$ cat src/rtl/odd_number_stream_controller_if.sv
// Upstream number stream and result strobe between a producer and the
// odd-number stream controller.
interface odd_number_stream_controller_if #(
  parameter int WIDTH = 8
);
  logic             in_valid;
  logic             in_ready;
  logic [WIDTH-1:0] in_data;
  logic             res_valid;
  logic             res_is_odd;
  logic [WIDTH-1:0] res_data;

  // Producer side: offers numbers, consumes verdicts.
  modport master (
    output in_valid, in_data,
    input  in_ready, res_valid, res_is_odd, res_data
  );

  // Controller side.
  modport slave (
    input  in_valid, in_data,
    output in_ready, res_valid, res_is_odd, res_data
  );
endinterface

$ cat src/rtl/odd_number_stream_controller.sv
// Sequencer in front of odd_number_analyzer: captures one number, presents
// its LSB, runs the analyzer through one analysis, strobes the verdict and
// keeps saturating odd/even tallies plus sticky timeout/mismatch flags.
module odd_number_stream_controller #(
  parameter int WIDTH   = 8,
  parameter int COUNT_W = 16,
  parameter int TIMEOUT = 15
) (
  input  logic                 clock,
  input  logic                 reset,
  odd_number_stream_controller_if.slave stream,
  input  logic                 clear,
  output logic                 an_number,
  output logic                 an_enable,
  input  logic                 an_out_ready,
  input  logic                 an_is_odd,
  output logic [COUNT_W-1:0]   odd_count,
  output logic [COUNT_W-1:0]   even_count,
  output logic                 timeout_err,
  output logic                 mismatch_err
);

  typedef enum logic [2:0] {
    S_IDLE,
    S_SETUP,
    S_RUN,
    S_RESULT,
    S_RELEASE
  } state_t;

  localparam int TIMER_W = $clog2(TIMEOUT + 1);
  // Timer value during the last permitted cycle of RUN or RELEASE.
  localparam logic [TIMER_W-1:0] TIMER_LAST = TIMER_W'(TIMEOUT - 1);

  state_t             state;
  state_t             next_state;
  logic [TIMER_W-1:0] timer;
  logic [WIDTH-1:0]   data_reg;
  logic               res_valid_r;
  logic               res_is_odd_r;
  logic               timed_out;   // current verdict came from a timeout, not the analyzer
  logic               run_timeout;
  logic               rel_timeout;

  assign stream.in_ready   = (state == S_IDLE);
  assign stream.res_valid  = res_valid_r;
  assign stream.res_is_odd = res_is_odd_r;
  // data_reg only changes at capture, so it is stable through RESULT.
  assign stream.res_data   = data_reg;

  // State register.
  // NOTE: sequential state uses non-blocking (<=) so every flop samples
  // pre-edge values; blocking here would create order-dependent races.
  always_ff @(posedge clock) begin
    if (reset) state <= S_IDLE;
    else       state <= next_state;
  end

  // Next-state decode and timeout detection.
  // NOTE: every output of this block gets a default first; a path that
  // leaves one unassigned would infer a latch.
  always_comb begin
    next_state  = state;
    run_timeout = 1'b0;
    rel_timeout = 1'b0;
    case (state)
      S_IDLE:   if (stream.in_valid) next_state = S_SETUP;
      S_SETUP:  next_state = S_RUN;
      S_RUN: begin
        // A response in the final cycle still wins over the timeout.
        if (an_out_ready) begin
          next_state = S_RESULT;
        end else if (timer == TIMER_LAST) begin
          next_state  = S_RESULT;
          run_timeout = 1'b1;
        end
      end
      S_RESULT: next_state = S_RELEASE;
      S_RELEASE: begin
        if (!an_out_ready) begin
          next_state = S_IDLE;
        end else if (timer == TIMER_LAST) begin
          next_state  = S_IDLE;
          rel_timeout = 1'b1;
        end
      end
      default:  next_state = S_IDLE;
    endcase
  end

  // Datapath: capture, analyzer drive, timer and result strobe.
  // NOTE: reset is synchronous and covers every flop here, so a reset in
  // the middle of an analysis drops it without a strobe or tally update.
  always_ff @(posedge clock) begin
    if (reset) begin
      data_reg     <= '0;
      an_number    <= 1'b0;
      an_enable    <= 1'b0;
      timer        <= '0;
      res_valid_r  <= 1'b0;
      res_is_odd_r <= 1'b0;
      timed_out    <= 1'b0;
    end else begin
      // Registered from next_state so enable drops on the edge the strobe rises.
      an_enable   <= (next_state == S_RUN);
      res_valid_r <= (next_state == S_RESULT);

      if (state == S_IDLE && stream.in_valid) begin
        data_reg  <= stream.in_data;
        an_number <= stream.in_data[0];
      end

      // The timer idles at zero outside RUN/RELEASE; passing through
      // RESULT restarts it for RELEASE.
      if (state == S_RUN || state == S_RELEASE) timer <= timer + TIMER_W'(1);
      else                                      timer <= '0;

      if (state == S_RUN) begin
        if (an_out_ready) begin
          res_is_odd_r <= an_is_odd;
          timed_out    <= 1'b0;
        end else if (run_timeout) begin
          res_is_odd_r <= 1'b0;
          timed_out    <= 1'b1;
        end
      end
    end
  end

  // Tallies and sticky error flags; clear overrides any same-cycle update.
  always_ff @(posedge clock) begin
    if (reset || clear) begin
      odd_count    <= '0;
      even_count   <= '0;
      timeout_err  <= 1'b0;
      mismatch_err <= 1'b0;
    end else begin
      if (run_timeout || rel_timeout) timeout_err <= 1'b1;
      // A timed-out verdict is synthetic: it is neither counted nor
      // compared against the analyzer.
      if (state == S_RESULT && !timed_out) begin
        if (res_is_odd_r) begin
          if (odd_count != '1) odd_count <= odd_count + COUNT_W'(1);
        end else begin
          if (even_count != '1) even_count <= even_count + COUNT_W'(1);
        end
        if (an_is_odd != data_reg[0]) mismatch_err <= 1'b1;
      end
    end
  end

endmodule

$ cat src/flat_wrapper.sv
// flat-port wrapper written by rule: the top's interface ports become plain ports
module odd_number_stream_controller_flat 
#(
  parameter int WIDTH   = 8,
  parameter int COUNT_W = 16,
  parameter int TIMEOUT = 15
)
  (clock, reset, clear, an_number, an_enable, an_out_ready, an_is_odd, odd_count, even_count, timeout_err, mismatch_err, stream_in_valid, stream_in_data, stream_in_ready, stream_res_valid, stream_res_is_odd, stream_res_data);
  odd_number_stream_controller_if #(.WIDTH(WIDTH)) stream_i ();
  input  logic clock;
  input  logic reset;
  input  logic clear;
  output logic an_number;
  output logic an_enable;
  input  logic an_out_ready;
  input  logic an_is_odd;
  output logic [COUNT_W-1:0] odd_count;
  output logic [COUNT_W-1:0] even_count;
  output logic timeout_err;
  output logic mismatch_err;
  input wire logic [$bits(stream_i.in_valid)-1:0] stream_in_valid;
  input wire logic [$bits(stream_i.in_data)-1:0] stream_in_data;
  output wire logic [$bits(stream_i.in_ready)-1:0] stream_in_ready;
  output wire logic [$bits(stream_i.res_valid)-1:0] stream_res_valid;
  output wire logic [$bits(stream_i.res_is_odd)-1:0] stream_res_is_odd;
  output wire logic [$bits(stream_i.res_data)-1:0] stream_res_data;
  assign stream_i.in_valid = stream_in_valid;
  assign stream_i.in_data = stream_in_data;
  assign stream_in_ready = stream_i.in_ready;
  assign stream_res_valid = stream_i.res_valid;
  assign stream_res_is_odd = stream_i.res_is_odd;
  assign stream_res_data = stream_i.res_data;
  odd_number_stream_controller #(.WIDTH(WIDTH), .COUNT_W(COUNT_W), .TIMEOUT(TIMEOUT)) u_core (.clock(clock), .reset(reset), .stream(stream_i), .clear(clear), .an_number(an_number), .an_enable(an_enable), .an_out_ready(an_out_ready), .an_is_odd(an_is_odd), .odd_count(odd_count), .even_count(even_count), .timeout_err(timeout_err), .mismatch_err(mismatch_err));
endmodule
$ cat config.mk
export PLATFORM = sky130hd
export DESIGN_NAME = odd_number_stream_controller_flat
export DESIGN_NICKNAME = d
export VERILOG_FILES = /design/src/rtl/odd_number_stream_controller_if.sv /design/src/rtl/odd_number_stream_controller.sv /design/src/flat_wrapper.sv
export SDC_FILE = /design/constraint.sdc
export NUM_CORES = 1
export LEC_CHECK = 0
export CORE_MARGIN = 4
export CORE_UTILIZATION = 40
export CTS_CLUSTER_SIZE = 30
export DETAILED_ROUTE_END_ITERATION = 6
export DONT_BUFFER_PORTS = 1
export PLACE_DENSITY = 0.58
export SLEW_MARGIN = 15
export SYNTH_ARGS = -nofsm -noshare
export SYNTH_HDL_FRONTEND = slang
export SYNTH_SLANG_ARGS = --single-unit
$ cat constraint.sdc
create_clock -name clock -period 2.1 [get_ports clock]
set_clock_uncertainty 0.1 [all_clocks]
set_input_delay 0.21 -clock clock [delete_from_list [all_inputs] [get_ports clock]]
set_output_delay 0.21 -clock clock [all_outputs]
set_load 0.02 [all_outputs]
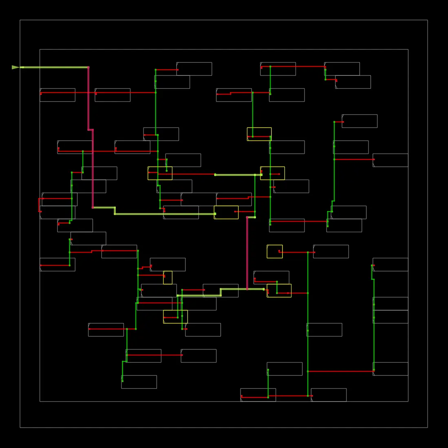
Fig. 1. Clock wiring as the flow saved it (run 1).
insertion delay to the later sink of the worst-skew pair: 0.30 ns
num sequential: 53
Clock Sinks: 53
clock buf count: 6

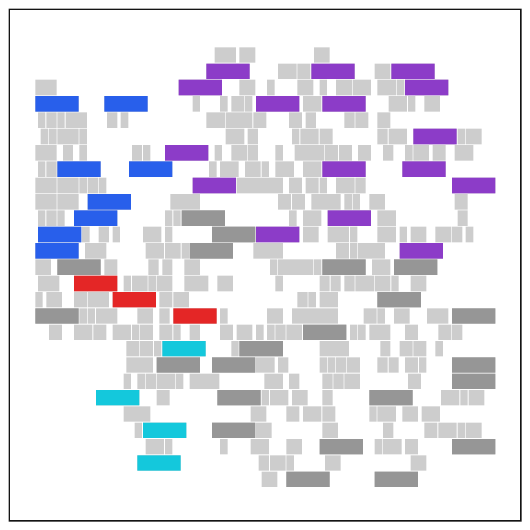
Fig. 2. Where the registers sit (run 1).
Scale: 6 px per um.
u_core.timer -> cyan  # sequential cells 4
u_core.state -> red  # sequential cells 3
u_core.even_count -> purple  # sequential cells 16
u_core.stream.res_data -> blue  # sequential cells 8
Final Util: 0.512
flop share of the area: 0.368
Reg area: 1060 um^2
seq pwr: 1.07 mW

==> out/qor.yml, run 1 <==
sta:
  period_needed_ns: 1.93
  hold_violations: 0
  rsz0062_at_grt: "false"
  setup_violations: 0
  fin_tns_setup_ns: 0
  layout_setup_ws_ns: 0.174
  slew_viol_final: 0
cells_and_area:
  layout_top_cells: "dfxtp_1, nor2_1, buf_4, nand2_1, xor2_1"
  layout.cells.non_filler: 390
  sh_comb_area: 0.432
  final-clk-cell-share: 0.0334
  buffer_area_frac: 0.129
  n_antenna_cell: 0
global_route:
  grt_pass1_vias: 2014
  use_met2: 0.244
  antenna_found_initial: 0
  grt_start_max_net_pins: 30
clocking:
  cts_hold_buf: 11
  cts_tree: "done"
  clockBufferDepth: 2
  root_buffer: "clkbuf_8"
  cts_buffers: 5
placed_design:
  port-buffer-count: 0
  gp_congestion: 0.788
  dpl.cell_count: 371
  dp_slack_ns: 0.296
  dpl_cell_area_um2: 2670
logic_synthesis:
  top_area_frac: 0.447
  synthTopCellsByArea: "dfxtp_1, nor2_1, xor2_1"
  syn_inst: 274
  syn_nets: 292
  synth_area_leader_cell: "dfxtp_1"
  avgSynthCellArea_um2: 8.66
  most_common_cell: "dfxtp_1"
  mux_share: 0.00844
  yosysUniqueCellTypes: 40
  ys_top_logic_family: "simple AND/OR/NAND/NOR gates"
  flop_cell: "dfxtp_1"
  aoi_share: 0.0918
  ys_chip_area_um2: 2370
  ys_cells: 274
  synth_warnings: 0
hold_path:
  min_to: "u_core.timer[1]"
  hp-class: "input pin to flop"
  worstHoldStart: "reset"
  holdPathStages: 2
pwr:
  comb_power_mw: 0.160
  power_mw: 1.83
  p_clk_mw: 0.599
  power_frac_comb: 0.087
  pwr_density_cell_nw_per_um2: 635
  power-top-group: "registers"
  power_frac_seq: 0.586
  p_sw_mw: 0.467
critical_path:
  r2r_start: "u_core.state[1]"
  worstPathCellList: "buf_4 -> nor3_2 -> and2_2 -> nand2_1 -> a21oi_1 -> dlygate4sd3_1"
  worstSetupPathType: "flop to flop"
  cp.arrival_ns: 2.08
  r2r-end: "u_core.stream.res_data[3]"
  worst_path_largest_cell_delay_ns: 0.56
  crit_end: "u_core.stream.res_data[3]"
  slowest_stage: "dlygate4sd3_1"
floorplanning:
  fp-utilization: 0.420
  pin_count: 61
  rows: 27
  die_area_um2: 7230
  taps: 72
drt:
  drc: 0
  dr.pass1.iters: 4
  drt_wl_total_mm: 5.49
  antenna_left: 0
  wl_met3_um: 514
run_status:
  status: "completed"
run:
  warnings: 27
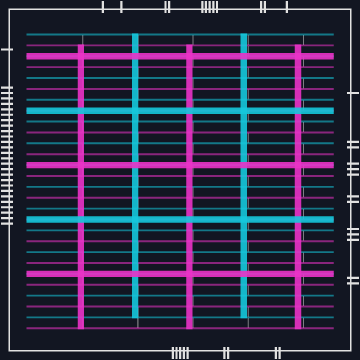
Fig. 3. Supply network (run 1).
Scale: 4 px per um. Pins as bars on the die edge. Tap cells in grey.
VDD -> cyan
VSS -> magenta
signal pins = 61
met1 rails = 28
chip height: 85.0 um
Die X: 85.0 um
Core Area: 5640 um^2
peak supply drop: 0.000403 V

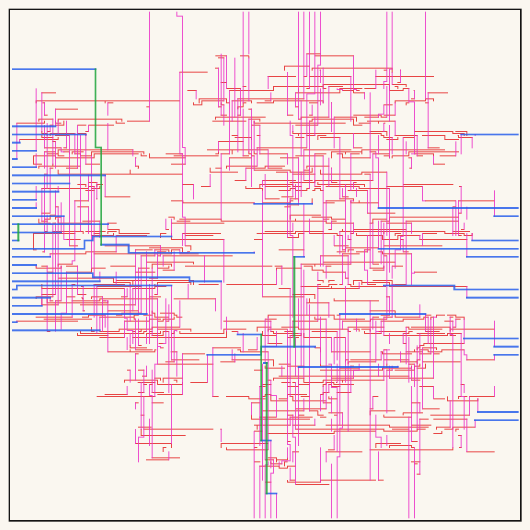
Fig. 4. Signal wires by layer (run 1).
Scale: 6 px per um.
met1 -> red  # wire length 2510 um
met4 -> green  # wire length 87.3 um
met2 -> magenta  # wire length 2380 um
met3 -> blue  # wire length 515 um
Wirelength per Cell: 14.1 um
all-layer global routing usage: 0.159
vias: 2038

Fig. 5: run 1, cell area per tile
Scale: 4 px per um. 9 x 9 tiles, from white (low) to dark blue (high), 0 to 100% covered.
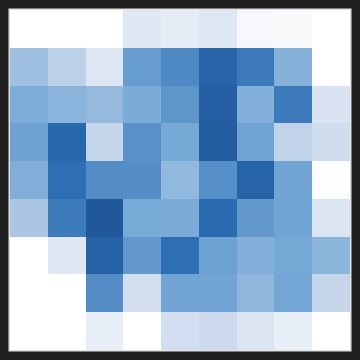

==> run 2: changes to the inputs <==
- CORE_UTILIZATION: 40 -> 25
- PLACE_DENSITY: 0.58 -> 0.42
- TNS_END_PERCENT: not set -> 50
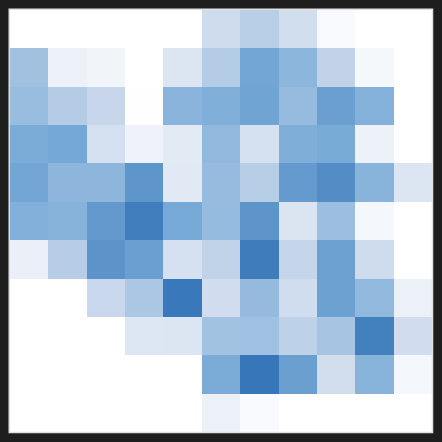
Fig. 6. Cell area per tile (run 2).
Scale: 4 px per um. 11 x 11 tiles, from white (low) to dark blue (high), 0 to 100% covered.
fullest tile = 72%
mean over tiles = 26%
nearly empty tiles = 27%
emptiest ninth of the die = bottom left
fp_density: 0.257
Core Area: 9240 um^2
Final Util: 0.324

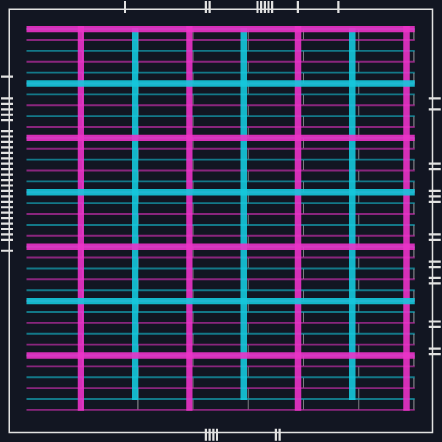
Fig. 7. Supply network (run 2).
Scale: 4 px per um. Pins as bars on the die edge. Tap cells in grey.
Die X: 105 um
peak supply drop: 0.000376 V
chip height: 105 um

==> out/qor.yml, run 2 <==
logic_synthesis:
  most_common_cell: "dfxtp_1"
  synthTopCellsByArea: "dfxtp_1, nor2_1, xor2_1"
  yosysUniqueCellTypes: 40
  mux_share: 0.00844
  synth_area_leader_cell: "dfxtp_1"
  top_area_frac: 0.447
  aoi_share: 0.0918
  ys_top_logic_family: "simple AND/OR/NAND/NOR gates"
  syn_nets: 292
  ys_chip_area_um2: 2370
clocking:
  cts_tree: "done"
  worstSkewPairLatency_ns: 0.30
  clockBufferDepth: 2
  cts_hold_buf: 11
sta:
  setup_violations: 0
  layout_setup_ws_ns: 0.224
  rsz0062_at_grt: "false"
  slew_viol_final: 0
  fin_tns_setup_ns: 0
cells_and_area:
  sh_comb_area: 0.417
  layout_top_cells: "dfxtp_1, nor2_1, buf_4, nand2_1, xor2_1"
  final-clk-cell-share: 0.0389
  nClkBuffers: 7
  n_antenna_cell: 0
  layout.cells.non_filler: 449
  regArea_um2: 1060
pwr:
  pwr_density_cell_nw_per_um2: 657
  power-top-group: "registers"
  p_sw_mw: 0.476
  power_frac_comb: 0.082
  power_frac_seq: 0.546
  seq_power_mw: 1.07
  comb_power_mw: 0.162
drt:
  dr.pass1.iters: 4
  wl_met3_um: 636
  antenna_left: 0
  drt_wl_total_mm: 6.03
critical_path:
  worstSetupPathType: "flop to flop"
  slowest_stage: "dlygate4sd3_1"
  r2r-end: "u_core.stream.res_data[4]"
  r2r_start: "u_core.state[2]"
  cp.arrival_ns: 2.02
  crit_end: "u_core.stream.res_data[4]"
  worst_path_largest_cell_delay_ns: 0.56
placed_design:
  gp_congestion: 0.736
  dpl.cell_count: 430
  dpl_cell_area_um2: 2760
global_route:
  track_usage: 0.111
  use_met2: 0.161
  grt_start_max_net_pins: 18
  grt_pass1_vias: 2018
  antenna_found_initial: 0
hold_path:
  hp-class: "input pin to flop"
  min_to: "u_core.timer[0]"
run_status:
  status: "completed"
floorplanning:
  pin_count: 61
  taps: 129
  rows: 35
run:
  warnings: 27
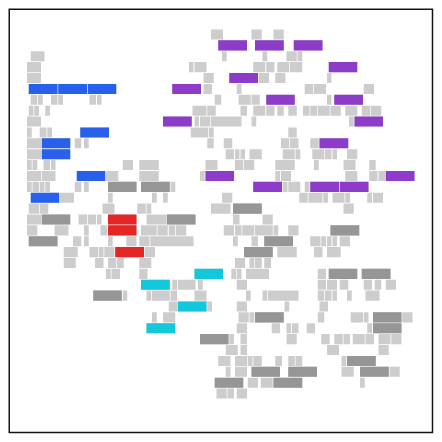
Fig. 8. Where the registers sit (run 2).
Scale: 4 px per um.
u_core.state -> red  # sequential cells 3
u_core.stream.res_data -> blue  # sequential cells 8
u_core.timer -> cyan  # sequential cells 4
u_core.even_count -> purple  # sequential cells 16
not coloured = 22
flop share of the area: 0.355

Fig. 9: run 2, signal wires by layer
Scale: 4 px per um.
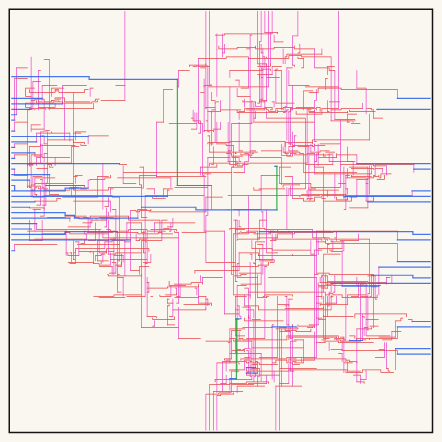

==> run 3: changes to the inputs <==
- SETUP_SLACK_MARGIN: not set -> 0.5
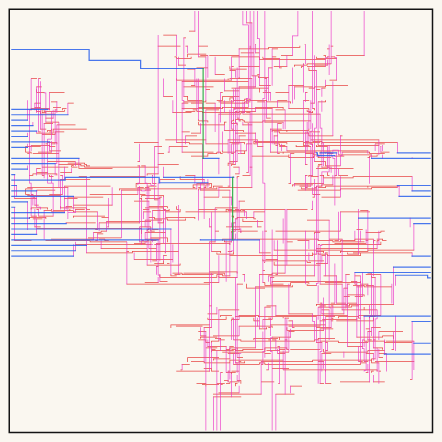
Fig. 10. Signal wires by layer (run 3).
Scale: 4 px per um.
met1 -> red  # wire length 2940 um
met2 -> magenta  # wire length 2850 um
met3 -> blue  # wire length 571 um
met4 -> green  # wire length 38.1 um
vias: 2078
drt total wl: 6.40 mm
Wirelength per Cell: 14.3 um
all-layer global routing usage: 0.115

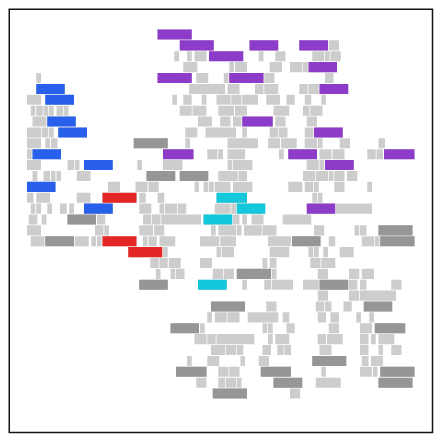
Fig. 11. Where the registers sit (run 3).
Scale: 4 px per um.
u_core.state -> red  # sequential cells 3
u_core.even_count -> purple  # sequential cells 16
u_core.timer -> cyan  # sequential cells 4, where middle
u_core.stream.res_data -> blue  # sequential cells 8
not coloured = 22
Final Util: 0.352
Reg area: 1130 um^2
flop share of the area: 0.348

==> out/qor.yml, run 3 <==
hold_path:
  holdPathStages: 2
  min_to: "u_core.timer[0]"
  worstHoldStart: "reset"
logic_synthesis:
  syn_inst: 274
  ys_chip_area_um2: 2370
  syn_nets: 292
  yosysUniqueCellTypes: 40
  flop_cell: "dfxtp_1"
  most_common_cell: "dfxtp_1"
  mux_share: 0.00844
  aoi_share: 0.0918
  synth-async-reset-ratio: 0
  ys_cells: 274
  synth_warnings: 0
  ys_top_logic_family: "simple AND/OR/NAND/NOR gates"
  synthTopCellsByArea: "dfxtp_1, nor2_1, xor2_1"
  synth_area_leader_cell: "dfxtp_1"
  top_area_frac: 0.447
drt:
  wl_met3_um: 571
  drc: 0
  dr.pass1.iters: 5
  antenna_left: 0
floorplanning:
  die_area_um2: 11100
  fp.dieW_um: 105
  fp-utilization: 0.257
  taps: 129
  core_region_area_um2: 9240
  rows: 35
clocking:
  cts_tree: "done"
  cts_hold_buf: 11
  cts_buffers: 5
  clkSinkCount: 53
  worstSkewPairLatency_ns: 0.30
sta:
  setup_violations: 0
  hold_violations: 0
  layout_setup_ws_ns: 0.393
  slew_viol_final: 0
  fin_tns_setup_ns: 0
  rsz0062_at_grt: "true"
critical_path:
  crit_end: "u_core.odd_count[12]"
  cp.arrival_ns: 1.81
  worst_path_largest_cell_delay_ns: 0.41
  worstSetupPathType: "flop to flop"
  worstPathCellList: "nand4bb_4 -> buf_6 -> nor4_4 -> nand4_1 -> xor2_1 -> nor2_1"
  slowest_stage: "nor4_4"
cells_and_area:
  n_antenna_cell: 0
  layout_top_cells: "nor2_1, nand2_1, buf_4, dfxtp_1"
  nClkBuffers: 6
  layout.cells.non_filler: 447
  flops: 53
  fill_cells: 944
  final-clk-cell-share: 0.0296
  buffer_area_frac: 0.123
placed_design:
  dpl.cell_count: 415
  dpl_cell_area_um2: 2690
  port-buffer-count: 0
  gp_congestion: 0.745
pwr:
  p_sw_mw: 0.494
  power_frac_seq: 0.584
  p_clk_mw: 0.622
  power_frac_comb: 0.077
  comb_power_mw: 0.142
  power-top-group: "registers"
  power_mw: 1.84
global_route:
  antenna_found_initial: 0
  grt_pass1_vias: 2048
  use_met2: 0.179
run:
  warnings: 30
run_status:
  status: "completed"
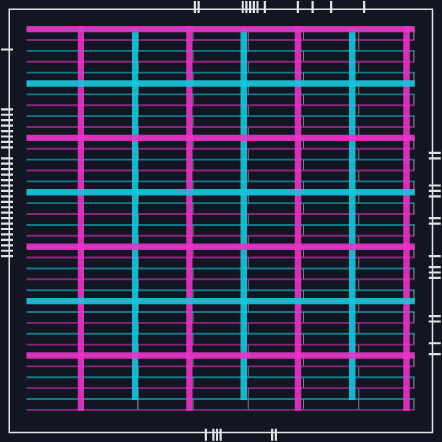
Fig. 12. Supply network (run 3).
Scale: 4 px per um. Pins as bars on the die edge. Tap cells in grey.
VSS -> magenta
VDD -> cyan
met4 straps = 7
met5 straps = 7
signal pins = 61
tap cells = 129
rows = 35
peak supply drop: 0.000315 V

Power is estimated from default activity; no workload was simulated.
